[src/rtl/shift_unit_p.sv]
// Parametrised multi-cycle shifter (SLL/SRL/SRA/ROL/ROR) with start/done handshake.
// Latency: done rises ceil(amt/STEP) cycles after the accept edge (same edge for amt=0 or illegal op).
// Backpressure: start is sampled only while idle; requests while busy are dropped.
//
// Ports:
//   clk, rst      rising-edge clock, asynchronous active-low reset
//   start         request strobe, sampled only in IDLE
//   op1           value to shift
//   op2/imm_data  shift-amount sources, only the low SHAMT_W bits are used
//   src_sel       0 selects op2, 1 selects imm_data
//   op_mode       000 SLL, 001 SRL, 010 SRA, 011 ROL, 100 ROR, others illegal
//   busy          high while an operation is in flight
//   done          one-cycle completion pulse, res valid from this cycle
//   err           qualified by done, flags an illegal op_mode
//   res           result register, held until the next done
module shift_unit_p #(
    parameter int XLEN    = 32,
    parameter int STEP    = 1,
    parameter int SHAMT_W = $clog2(XLEN)
) (
    input  logic            clk,
    input  logic            rst,
    input  logic            start,
    input  logic [XLEN-1:0] op1,
    input  logic [XLEN-1:0] op2,
    input  logic [XLEN-1:0] imm_data,
    input  logic            src_sel,
    input  logic [2:0]      op_mode,
    output logic            busy,
    output logic            done,
    output logic            err,
    output logic [XLEN-1:0] res
);

    typedef enum logic {IDLE = 1'b0, RUN = 1'b1} state_t;

    localparam logic [2:0] OP_SLL = 3'd0;
    localparam logic [2:0] OP_SRL = 3'd1;
    localparam logic [2:0] OP_SRA = 3'd2;
    localparam logic [2:0] OP_ROL = 3'd3;
    localparam logic [2:0] OP_ROR = 3'd4;

    // One extra bit so STEP == XLEN is representable.
    localparam logic [SHAMT_W:0] STEP_C = (SHAMT_W + 1)'(STEP);

    state_t              state_q, state_d;
    logic [XLEN-1:0]     work_q, work_d;
    logic [SHAMT_W-1:0]  rem_q, rem_d;
    logic [2:0]          mode_q, mode_d;
    logic                busy_q, busy_d;
    logic                done_q, done_d;
    logic                err_q, err_d;
    logic [XLEN-1:0]     res_q, res_d;

    logic [SHAMT_W-1:0]  amt_sel;
    logic                illegal;
    logic [SHAMT_W-1:0]  step_amt;
    logic [SHAMT_W-1:0]  rem_next;
    logic [2*XLEN-1:0]   dbl_l, dbl_r;
    logic [XLEN-1:0]     shifted;

    // Upper amount bits are masked off by design, never saturated.
    logic unused_amt_bits;
    assign unused_amt_bits = ^{op2[XLEN-1:SHAMT_W], imm_data[XLEN-1:SHAMT_W]};

    assign amt_sel = src_sel ? imm_data[SHAMT_W-1:0] : op2[SHAMT_W-1:0];
    assign illegal = (op_mode > OP_ROR);

    // Final partial step shifts by exactly the remainder. When STEP == XLEN the
    // remainder is always below STEP, so the truncated STEP_C is never selected.
    always_comb begin
        step_amt = STEP_C[SHAMT_W-1:0];
        if ({1'b0, rem_q} < STEP_C) begin
            step_amt = rem_q;
        end
    end

    assign rem_next = rem_q - step_amt;

    // Rotates via a doubled word: the bits shifted out of one copy come in from the other.
    always_comb begin
        dbl_l   = {work_q, work_q} << step_amt;
        dbl_r   = {work_q, work_q} >> step_amt;
        shifted = work_q;
        case (mode_q)
            OP_SLL:  shifted = work_q << step_amt;
            OP_SRL:  shifted = work_q >> step_amt;
            // Sign bit of the working register is the latched op1 MSB throughout.
            OP_SRA:  shifted = $signed(work_q) >>> step_amt;
            OP_ROL:  shifted = dbl_l[2*XLEN-1:XLEN];
            OP_ROR:  shifted = dbl_r[XLEN-1:0];
            default: shifted = work_q;
        endcase
    end

    always_comb begin
        state_d = state_q;
        work_d  = work_q;
        rem_d   = rem_q;
        mode_d  = mode_q;
        busy_d  = busy_q;
        res_d   = res_q;
        done_d  = 1'b0;
        err_d   = 1'b0;
        case (state_q)
            IDLE: begin
                if (start) begin
                    work_d = op1;
                    mode_d = op_mode;
                    rem_d  = amt_sel;
                    if (illegal || (amt_sel == '0)) begin
                        res_d  = op1;
                        done_d = 1'b1;
                        err_d  = illegal;
                    end else begin
                        state_d = RUN;
                        busy_d  = 1'b1;
                    end
                end
            end
            RUN: begin
                work_d = shifted;
                rem_d  = rem_next;
                if (rem_next == '0) begin
                    res_d   = shifted;
                    done_d  = 1'b1;
                    busy_d  = 1'b0;
                    state_d = IDLE;
                end
            end
            default: state_d = IDLE;
        endcase
    end

    always_ff @(posedge clk or negedge rst) begin
        if (!rst) begin
            state_q <= IDLE;
            work_q  <= '0;
            rem_q   <= '0;
            mode_q  <= '0;
            busy_q  <= 1'b0;
            done_q  <= 1'b0;
            err_q   <= 1'b0;
            res_q   <= '0;
        end else begin
            state_q <= state_d;
            work_q  <= work_d;
            rem_q   <= rem_d;
            mode_q  <= mode_d;
            busy_q  <= busy_d;
            done_q  <= done_d;
            err_q   <= err_d;
            res_q   <= res_d;
        end
    end

    assign busy = busy_q;
    assign done = done_q;
    assign err  = err_q;
    assign res  = res_q;

endmodule
[config.mk]
export PLATFORM = sky130hd
export DESIGN_NAME = shift_unit_p
export DESIGN_NICKNAME = d
export VERILOG_FILES = /design/src/rtl/shift_unit_p.sv
export SDC_FILE = /design/constraint.sdc
export NUM_CORES = 1
export LEC_CHECK = 0
export ABC_AREA = 0
export CORE_MARGIN = 4
export CORE_UTILIZATION = 55
export CTS_BUF_LIST = sky130_fd_sc_hd__clkbuf_4
export DETAILED_ROUTE_END_ITERATION = 10
export GPL_TIMING_DRIVEN = 0
export PLACE_DENSITY = 0.89
export SLEW_MARGIN = 30
export SYNTH_ARGS = -nofsm -noshare
export SYNTH_HDL_FRONTEND = slang
export SYNTH_SLANG_ARGS = --single-unit
[constraint.sdc]
create_clock -name clk -period 5.3 [get_ports clk]
set_clock_uncertainty 0.05 [all_clocks]
set_input_delay 1.06 -clock clk [delete_from_list [all_inputs] [get_ports clk]]
set_output_delay 1.06 -clock clk [all_outputs]
set_load 0.03 [all_outputs]
==> results.yml, run 1 <==
# generated from flow reports
outcome:
  status: "completed"
drt:
  detail_route.drc_violations: 0
  post_drt_via_cell_ratio: 6.06
  ant_nets: 0
  wl_met2_mm: 6.26
  detailedRoute.firstPassIterationCount: 5
  wirelength_met1_mm: 5.49
  detailroute.wirelength.met3_um: 636
  route.top_layer_used: "met4"
worst_setup_path:
  worstReg2RegStart: "rem_q[2]"
  critical_path_arrival_ns: 2.98
  worst-r2r-cell-count: 8
  critical-path-slowest-cell: "sky130_fd_sc_hd__clkbuf_1"
  cp_num_buf_inv: 2
  worstPathRequired_ns: 5.57
  worst-r2r-setup-slack_ns: 2.97
  setup.worst_path.start: "start"
cells_and_area:
  n_fill_cell: 701
  share_of_layout_cells_above_drive_strength_1_pct: 23.1
  layout-area-overhead-vs-synth_pct: 22.0
  comb_area_share_pct: 46.0
  seq_area_share_pct: 29.5
  dominant-cell-class: "logic gates"
  antenna_cells_inserted: 0
  final_nets: 683
  layout_top_cells_excl_fill_tap: "81 x sky130_fd_sc_hd__clkdlybuf4s50_1, 76 x sky130_fd_sc_hd__dfrtp_1, 67 x sky130_fd_sc_hd__mux2i_1"
  combinational_gates: 326
  final_util_pct: 69.5
power:
  share_clk_of_total_power_pct: 8.7
  power_density_nw_per_um2: 743
  power.combinational.total_mw: 3.12
  pwr.group.clock_uw: 418
  total_power_mw: 4.79
  combinationalPowerShare_pct: 65.1
  seq_power_share_pct: 26.2
  p_sw_mw: 2.14
  p_leak_nw: 2.70
clock_tree:
  numCtsBuffers: 9
  cts_hold_buffers: 0
  clock_insertion_delay_worst_skew_ns: 0.44
  post_cts.repair.setup_buffers: 0
  max-clock-path-buffers: 2
yosys:
  synth_compound_gate_area_share_pct: 16.0
  synthMuxAreaShare_pct: 27.9
  area_share_of_fa_ha_maj_cells_after_synthesis_pct: 0.237
  synth.cellmix.xorXnorShare_pct: 0.331
  yosys.stat.chipArea_um2: 5290
  netlist_instances: 485
  async_reset_ff_share_pct: 100
  post_synth_most_frequent_cells: "76 x sky130_fd_sc_hd__dfrtp_1, 67 x sky130_fd_sc_hd__mux2i_1, 40 x sky130_fd_sc_hd__mux2_2"
  synth.logic.top_family: "multiplexers"
  post_synthesis_cell_count_from_yosys: 485
  synth.top_cells.by_area: "sky130_fd_sc_hd__dfrtp_1 36%, sky130_fd_sc_hd__mux2i_1 13%, sky130_fd_sc_hd__mux2_2 8.5%, sky130_fd_sc_hd__mux2_4 5.7%, sky130_fd_sc_hd__nor4b_2 5.7%"
  synth.net_count: 589
  synth_seq_share_pct: 36.0
  synth_warnings: 0
die:
  ioPinCount: 138
  tap-cell-count: 129
  die-height_um: 106
  die_w_um: 106
  core_util_floorplan_pct: 57.0
  core_region_area_um2: 9280
  chip_area_um2: 11300
grt:
  vias_in_the_first_global_route: 4413
  groute.layer.met3.usage_pct: 5.34
  gr-max-usage-layer: "met2"
  globalRoute.totalOverflow: 0
  grt_util_met2_pct: 39.2
timing:
  layout_min_cycle_time_ns: 2.71
  rel_slew_slack_pct: 60.6
  drv_slew: 0
  worst_pin_slew_ns: 0.591
  hold_slack_ns: 0.456
  final_hold_viol_count: 0
  setup_viol: 0
  final.setup.worst_slack_ns: 2.59
flow_run:
  tool_warnings: 80
  max_cap_viol_count: 0
placement:
  port-buffer-count: 82
  pre_cts_slack_ns: 2.19
  dpl.cell_count: 697
worst_hold_path:
  min_delay_worst_endpoint: "res[4]"
  hold_path.class: "flop to flop"
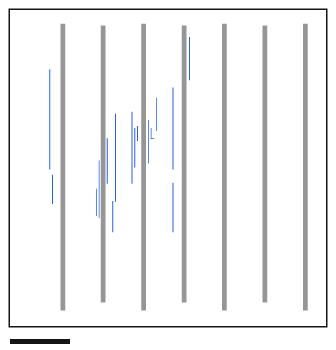
**Above:** run 1 (the metal 4 layer).
The bar under the picture is 20 µm long. Supply wires on this layer in grey.
share of all routed wire: 2.0%
wire length on this layer: 254 µm
main direction: vertical
total wire length after detailed routing: 12.6 mm
total vias in the final route: 4,320

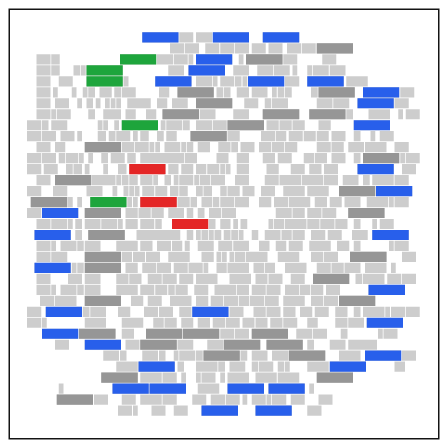
**Above:** run 1 (sequential cells coloured by netlist name).
legend:
  `res`:
    colour: blue
    flops: 32
    where: all over the die
  `mode_q`:
    colour: red
    flops: 3
  `rem_q`:
    colour: green
    flops: 5
    where: upper left
Power Sequential: 1.26 mW
sequential cell area in the final layout: 1900 µm²

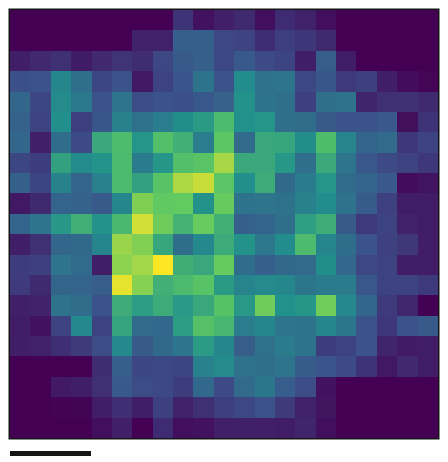
**Above:** run 1 (routed metal per tile).
The bar under the picture is 20 µm long. The die is cut into 21 by 21 equal tiles; dark purple is low, yellow is high, scaled to the fullest tile. Values are wire area over tile area, all layers added.
nearly empty tiles: 14%
tiles over half the peak: 19%
fullest tile: 0.61
mean over tiles: 0.18
densest ninth of the die: centre
post-DR wirelength/cell: 17.7 µm
All-Layer GR Usage: 23.0%

**Run 1: cell outlines without signal wires**

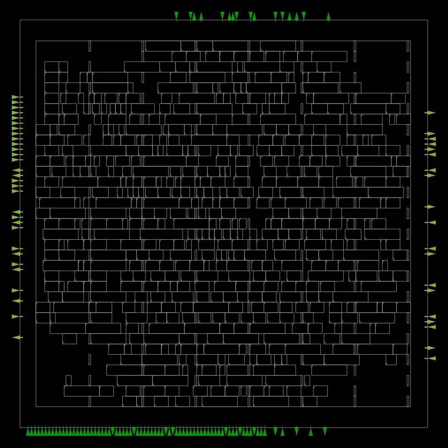

==> inputs of run 2 (changes only) <==
--- a/config.mk
+++ b/config.mk
@@ -7,11 +7,11 @@
 export LEC_CHECK = 0
 export ABC_AREA = 0
 export CORE_MARGIN = 4
-export CORE_UTILIZATION = 55
+export CORE_UTILIZATION = 51
 export CTS_BUF_LIST = sky130_fd_sc_hd__clkbuf_4
 export DETAILED_ROUTE_END_ITERATION = 10
 export GPL_TIMING_DRIVEN = 0
-export PLACE_DENSITY = 0.89
+export PLACE_DENSITY = 0.83
 export SLEW_MARGIN = 30
 export SYNTH_ARGS = -nofsm -noshare
 export SYNTH_HDL_FRONTEND = slang
==> constraint.sdc (replaced) <==
create_clock -name clk -period 2.6 [get_ports clk]
set_clock_uncertainty 0.05 [all_clocks]
set_input_delay 0.52 -clock clk [delete_from_list [all_inputs] [get_ports clk]]
set_output_delay 0.52 -clock clk [all_outputs]
set_load 0.03 [all_outputs]
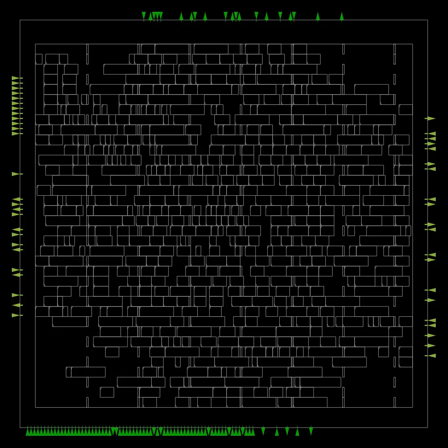
**Above:** run 2 (cell outlines without signal wires).
Seq/total area: 29.3%
Flops: 76
Non-Filler Instances: 718
number of filler instances in the final layout: 800

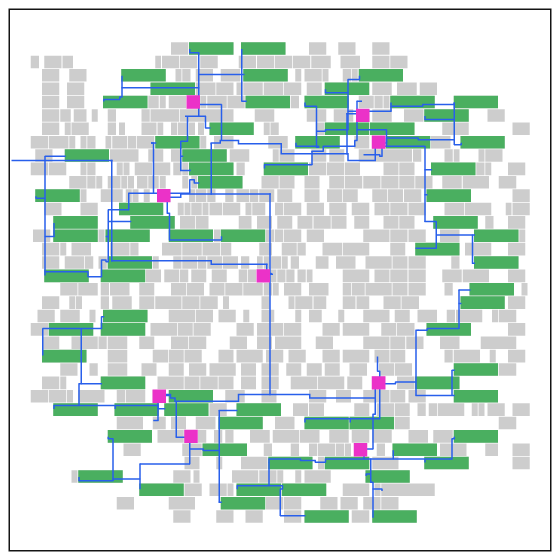
**Above:** run 2 (clock network drawn from the DEF).
legend:
  clock wires:
    colour: blue
    length: 1,020 µm
  flip-flops:
    colour: green
    count: 76
  clock-net drivers:
    colour: magenta
    count: 9
flops lie: all over the die
clock network fraction of design power: 9.7%
power of the clock network: 960 µW
worst skew pair latency: 0.46 ns

==> results.yml, run 2 <==
# generated from flow reports
power:
  total_power_mw: 9.84
  p_leak_nw: 2.72
  seq_power_share_pct: 25.9
  combinationalPowerShare_pct: 64.4
  power_density_nw_per_um2: 1520
grt:
  groute.layer.met3.usage_pct: 4.11
  gr-max-usage-layer: "met2"
  grt_util_met2_pct: 36.7
  grt.total_usage_pct: 21.8
  globalRoute.totalOverflow: 0
  vias_in_the_first_global_route: 4449
timing:
  final_hold_viol_count: 0
  drv_slew: 0
  setup_viol: 0
  layout_min_cycle_time_ns: 2.31
  worst_pin_slew_ns: 0.590
  hold_slack_ns: 0.464
  rel_slew_slack_pct: 60.6
die:
  ioPinCount: 138
  core_region_area_um2: 9950
  die_w_um: 110
  chip_area_um2: 12100
  tap-cell-count: 133
  core_util_floorplan_pct: 53.1
  die-height_um: 110
worst_setup_path:
  critical-path-slowest-cell: "sky130_fd_sc_hd__dfrtp_1"
  worstReg2RegStart: "rem_q[3]"
  worstPathRequired_ns: 2.90
  critical_path_arrival_ns: 2.60
  path_depth: 8
  cp_num_buf_inv: 1
  worst-r2r-setup-slack_ns: 0.29
drt:
  wl_met2_mm: 6.20
  total_vias_in_the_final_route: 4271
  wl_per_cell_um: 17.4
  post_drt_via_cell_ratio: 5.95
  route.top_layer_used: "met4"
  route.final.wire_length_mm: 12.5
  wirelength_met1_mm: 5.53
  ant_nets: 0
placement:
  port-buffer-count: 82
  pre_cts_slack_ns: 0.0532
clock_tree:
  max-clock-path-buffers: 2
  post_cts.repair.setup_buffers: 0
cells_and_area:
  layout-area-overhead-vs-synth_pct: 22.8
  combinational_gates: 326
  final_util_pct: 65.3
  dominant-cell-class: "logic gates"
  final_nets: 684
  comb_area_share_pct: 45.7
yosys:
  synth.logic.top_family: "multiplexers"
  yosys.stat.chipArea_um2: 5290
  synth.cellmix.xorXnorShare_pct: 0.331
  synth_seq_share_pct: 36.0
  synth.top_cells.by_area: "sky130_fd_sc_hd__dfrtp_1 36%, sky130_fd_sc_hd__mux2i_1 13%, sky130_fd_sc_hd__mux2_2 8.5%, sky130_fd_sc_hd__mux2_4 5.7%, sky130_fd_sc_hd__nor4b_2 5.7%"
  synth_compound_gate_area_share_pct: 16.0
  synthMuxAreaShare_pct: 27.9
  post_synthesis_cell_count_from_yosys: 485
  async_reset_ff_share_pct: 100
  synth.net_count: 589
  post_synth_most_frequent_cells: "76 x sky130_fd_sc_hd__dfrtp_1, 67 x sky130_fd_sc_hd__mux2i_1, 40 x sky130_fd_sc_hd__mux2_2"
  synth_warnings: 0
  area_share_of_fa_ha_maj_cells_after_synthesis_pct: 0.237
  netlist_instances: 485
worst_hold_path:
  hold_path.class: "flop to flop"
outcome:
  status: "completed"
Power and IR drop assume default switching activity.
